==> images/zoom.png <==
Window x 11 to 36, y 0 to 25 um. Cells in grey, sequential cells in the stronger grey; small squares are vias.
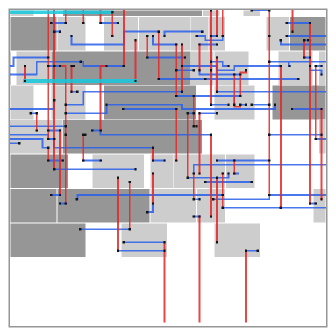
==> images/registers.png <==
Scale: 6 px per um. Other sequential cells in the stronger grey, the rest of the logic in the fainter grey.
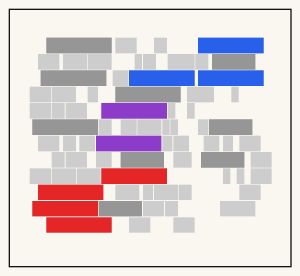
==> images/pins.png <==
Scale: 10 px per um. Pins as bars across the die edge, other pins in grey.
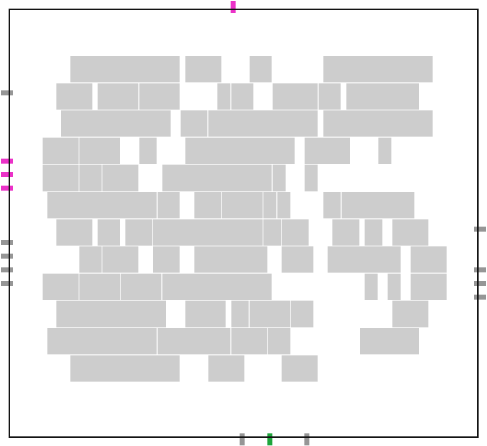
==> images/final_congestion.png <==
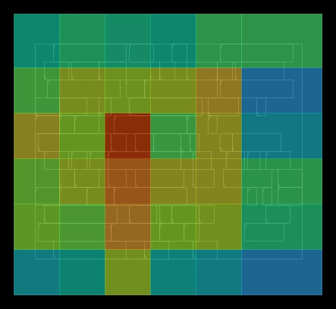
==> images/gate_families.png <==
Scale: 6 px per um.
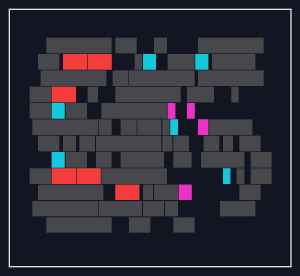
<file path="src/rtl/serial_magnitude_comparator_if.sv">
// Start/done request bundle for the bit-serial magnitude comparator.
// The requester drives operands and start; the comparator returns status and the one-hot result.
interface serial_magnitude_comparator_if #(
    parameter int unsigned WIDTH = 4
);
    logic             start;
    logic [WIDTH-1:0] a;
    logic [WIDTH-1:0] b;
    logic             busy;
    logic             done;
    logic             eq;
    logic             gt;
    logic             lt;

    modport master (
        output start, a, b,
        input  busy, done, eq, gt, lt
    );

    modport slave (
        input  start, a, b,
        output busy, done, eq, gt, lt
    );
endinterface

</file>
<file path="src/rtl/serial_magnitude_comparator.sv">
// Bit-serial unsigned magnitude comparator: resolves A vs B one bit per clock, LSB first,
// and registers a one-hot eq/gt/lt result with a single-cycle done pulse.
module serial_magnitude_comparator #(
    parameter int unsigned WIDTH = 4
) (
    input logic                          clk,
    input logic                          rst_n,
    serial_magnitude_comparator_if.slave bus
);
    localparam int unsigned CntW = $clog2(WIDTH + 1);
    localparam logic [CntW-1:0] LastCnt = CntW'(WIDTH - 1);

    typedef enum logic {StIdle, StRun} state_e;
    typedef enum logic [1:0] {RelEq, RelGt, RelLt} rel_e;

    state_e           state_q, state_d;
    rel_e             rel_q, rel_d, rel_step;
    logic [WIDTH-1:0] sa_q, sa_d, sb_q, sb_d;
    logic [CntW-1:0]  cnt_q, cnt_d;
    logic             done_q, done_d;
    logic             eq_q, eq_d, gt_q, gt_d, lt_q, lt_d;

    // LSB-first scan: any later (more significant) difference overrides the running relation.
    always_comb begin
        rel_step = rel_q;
        if (sa_q[0] && !sb_q[0]) begin
            rel_step = RelGt;
        end else if (!sa_q[0] && sb_q[0]) begin
            rel_step = RelLt;
        end
    end

    always_comb begin
        state_d = state_q;
        rel_d   = rel_q;
        sa_d    = sa_q;
        sb_d    = sb_q;
        cnt_d   = cnt_q;
        done_d  = 1'b0;
        eq_d    = eq_q;
        gt_d    = gt_q;
        lt_d    = lt_q;
        unique case (state_q)
            StIdle: begin
                if (bus.start) begin
                    sa_d    = bus.a;
                    sb_d    = bus.b;
                    cnt_d   = '0;
                    rel_d   = RelEq;
                    state_d = StRun;
                end
            end
            StRun: begin
                sa_d  = sa_q >> 1;
                sb_d  = sb_q >> 1;
                cnt_d = cnt_q + 1'b1;
                rel_d = rel_step;
                if (cnt_q == LastCnt) begin
                    state_d = StIdle;
                    done_d  = 1'b1;
                    eq_d    = (rel_step == RelEq);
                    gt_d    = (rel_step == RelGt);
                    lt_d    = (rel_step == RelLt);
                end
            end
            default: state_d = StIdle;
        endcase
    end

    always_ff @(posedge clk) begin
        if (!rst_n) begin
            state_q <= StIdle;
            done_q  <= 1'b0;
            eq_q    <= 1'b1;
            gt_q    <= 1'b0;
            lt_q    <= 1'b0;
        end else begin
            state_q <= state_d;
            done_q  <= done_d;
            eq_q    <= eq_d;
            gt_q    <= gt_d;
            lt_q    <= lt_d;
        end
    end

    // Datapath is only meaningful after an accept, so it carries no reset.
    always_ff @(posedge clk) begin
        sa_q  <= sa_d;
        sb_q  <= sb_d;
        cnt_q <= cnt_d;
        rel_q <= rel_d;
    end

    assign bus.busy = (state_q == StRun);
    assign bus.done = done_q;
    assign bus.eq   = eq_q;
    assign bus.gt   = gt_q;
    assign bus.lt   = lt_q;
endmodule

</file>
<file path="src/flat_wrapper.sv">
// flat-port wrapper written by rule: the top's interface ports become plain ports
module serial_magnitude_comparator_flat 
#(
    parameter int unsigned WIDTH = 4
)
  (clk, rst_n, bus_start, bus_a, bus_b, bus_busy, bus_done, bus_eq, bus_gt, bus_lt);
  serial_magnitude_comparator_if #(.WIDTH(WIDTH)) bus_i ();
  input logic clk;
  input logic rst_n;
  input wire logic [$bits(bus_i.start)-1:0] bus_start;
  input wire logic [$bits(bus_i.a)-1:0] bus_a;
  input wire logic [$bits(bus_i.b)-1:0] bus_b;
  output wire logic [$bits(bus_i.busy)-1:0] bus_busy;
  output wire logic [$bits(bus_i.done)-1:0] bus_done;
  output wire logic [$bits(bus_i.eq)-1:0] bus_eq;
  output wire logic [$bits(bus_i.gt)-1:0] bus_gt;
  output wire logic [$bits(bus_i.lt)-1:0] bus_lt;
  assign bus_i.start = bus_start;
  assign bus_i.a = bus_a;
  assign bus_i.b = bus_b;
  assign bus_busy = bus_i.busy;
  assign bus_done = bus_i.done;
  assign bus_eq = bus_i.eq;
  assign bus_gt = bus_i.gt;
  assign bus_lt = bus_i.lt;
  serial_magnitude_comparator #(.WIDTH(WIDTH)) u_core (.clk(clk), .rst_n(rst_n), .bus(bus_i));
endmodule
</file>
<file path="config.mk">
export PLATFORM = sky130hd
export DESIGN_NAME = serial_magnitude_comparator_flat
export DESIGN_NICKNAME = d
export VERILOG_FILES = /design/src/rtl/serial_magnitude_comparator_if.sv /design/src/rtl/serial_magnitude_comparator.sv /design/src/flat_wrapper.sv
export SDC_FILE = /design/constraint.sdc
export NUM_CORES = 1
export LEC_CHECK = 0
export ABC_CLOCK_PERIOD_IN_PS = 3400
export CAP_MARGIN = 30
export CORE_ASPECT_RATIO = 0.9
export CORE_MARGIN = 3
export CORE_UTILIZATION = 51
export CTS_CLUSTER_SIZE = 20
export DETAILED_ROUTE_END_ITERATION = 8
export GPL_TIMING_DRIVEN = 0
export PLACE_DENSITY = 0.88
export SLEW_MARGIN = 20
export SYNTH_ARGS = -nofsm -noshare
export SYNTH_HDL_FRONTEND = slang
export SYNTH_SLANG_ARGS = --single-unit
</file>
<file path="constraint.sdc">
create_clock -name clk -period 3.4 [get_ports clk]
set_input_delay 0.68 -clock clk [delete_from_list [all_inputs] [get_ports clk]]
set_output_delay 0.68 -clock clk [all_outputs]
set_load 0.02 [all_outputs]
</file>
==> results.toml <==
# yosys + openroad results
[route]
met2_length_um = 543
drt_iter0_markers = 4
maxUsedRoutingLayer = "met4"
wl_mm = 1.17

[yosys]
topCellsByArea = "edfxtp_1 (51%), dfxtp_1 (13%), mux2_2 (8.9%)"
top_logic_kind = "simple AND/OR/NAND/NOR gates"
yosysTopAreaCellShare = 0.513
synth-compound-area-share = 0.0806
yosysTopAreaCell = "edfxtp_1"
syn-cell-area_sq_um = 761
ys_seq_share = 0.645
edf_count = 13
yosysChipArea_sq_um = 761
synth_flops = 18
syn_area_per_cell_sq_um = 14.1
netlist_top_cells_count = "edfxtp_1 (13), mux2_2 (6), dfxtp_1 (5)"
yosysCellCount = 54
async_reset_ff_frac = 0
synth_cell_types = 23

[clock_network]
cts_resized = 0
cts_hold_buf = 0
clk_latency_ps = 280
cts_root_buffer = "clkbuf_4"
post-cts-setup-buffer-count = 0
clockBufferDepth = 2
h-tree-depth = 1
clk_pin_slew_ps = 100

[pwr]
power_leader = "registers"
p_clk_frac = 0.244
pg_clk_mw = 0.105
irDropWorstVdd_uv = 301
powerDensity_mw_per_mm2 = 453
p_comb_mw = 0.0607
seqPwrFrac = 0.615
swShare = 0.220

[setup_path]
worstPathCellList = "clkdlybuf4s50_1"
endpoint_kind = "primary output"
path_class = "flop to primary output"
worst_path_max_delay_cell = "clkdlybuf4s50_1"
crit_family = "buffers and inverters"
critPathLaunch = "u_core.bus.eq"
worstPathArrival_ps = 1220
crit_path_max_fanout = 2
reg2reg_slack_ps = 1980
r2r-start = "u_core.cnt_q[0]"

[layout]
nonClkBufAreaFrac = 0.168
num-nonclk-inverters = 3
nNetsFinal = 87
fill_cells = 95
signal_buffers = 17
lay_top_cells = "clkdlybuf4s50_1 (15), edfxtp_1 (13), mux2_2 (6)"
fin_area_sq_um = 955
dominant_cells = "registers"

[floorplan]
pin_count = 16
floorplan.core_util = 0.576
nWellTaps = 14

[final_timing]
setup_slack_ps = 1500
hold_violations = 0
final-setup-viol-count = 0
rsz0062_at_grt = "false"
setup_tns_ps = 0
hold_slack_ps = 476
period_minus_slack_ps = 1900
period_used_share = 0.558
fmax_ghz = 0.527

[global_routing]
first_global_vias = 482
grt_max_degree = 15
gr-usage-met2 = 0.223
antenna_found_initial = 0
busiest_layer = "met2"
globalRouteOverflowTotal = 0

[hold_path]
hold_depth = 2

[outcome]
status = "completed"

[placed_design]
dpl_worst_slack_ps = 1570
-- zoom.png (at the start) --
Key: red = met2; blue = met1; cyan = met3
Netlist names of flops here include u_core.sb_q (2). 28 logic cells have their middle in the window. Most frequent: clkdlybuf4s50_1 (4), dfxtp_1 (3), edfxtp_1 (3). Sequential cells in the window: 6.

-- registers.png (at the start) --
Key: red = u_core.sb_q [placed flops 4, where lower left]; blue = u_core.cnt_q [placed flops 3]; purple = u_core.rel_q [placed flops 2]
P_seq: 0.266 mW
sequential cell area share: 0.514
Reg area: 490 sq um
final core utilization: 0.723

-- pins.png (at the start) --
Key: green = bus_busy [pins 1, direction output, edge bottom]; magenta = bus_a [pins 4, direction input, edge 3 left, 1 top]
Die X: 46.7 um
Die Y: 42.6 um
I/O Buffers: 15

-- final_congestion.png (at the start) --
post-DR wirelength/cell: 13.5 um
met1 Use GR: 0.195
met3 usage: 0.0386
Total GRT Usage: 0.145

-- gate_families.png (at the start) --
Key: cyan = NOR gates [cells 6, most used nor2b_1]; magenta = NAND gates [cells 4, most used nand2_1]; red = multiplexers [cells 6, most used mux2_2]

Power figures rest on the tool's default switching activity, not on a simulated workload.
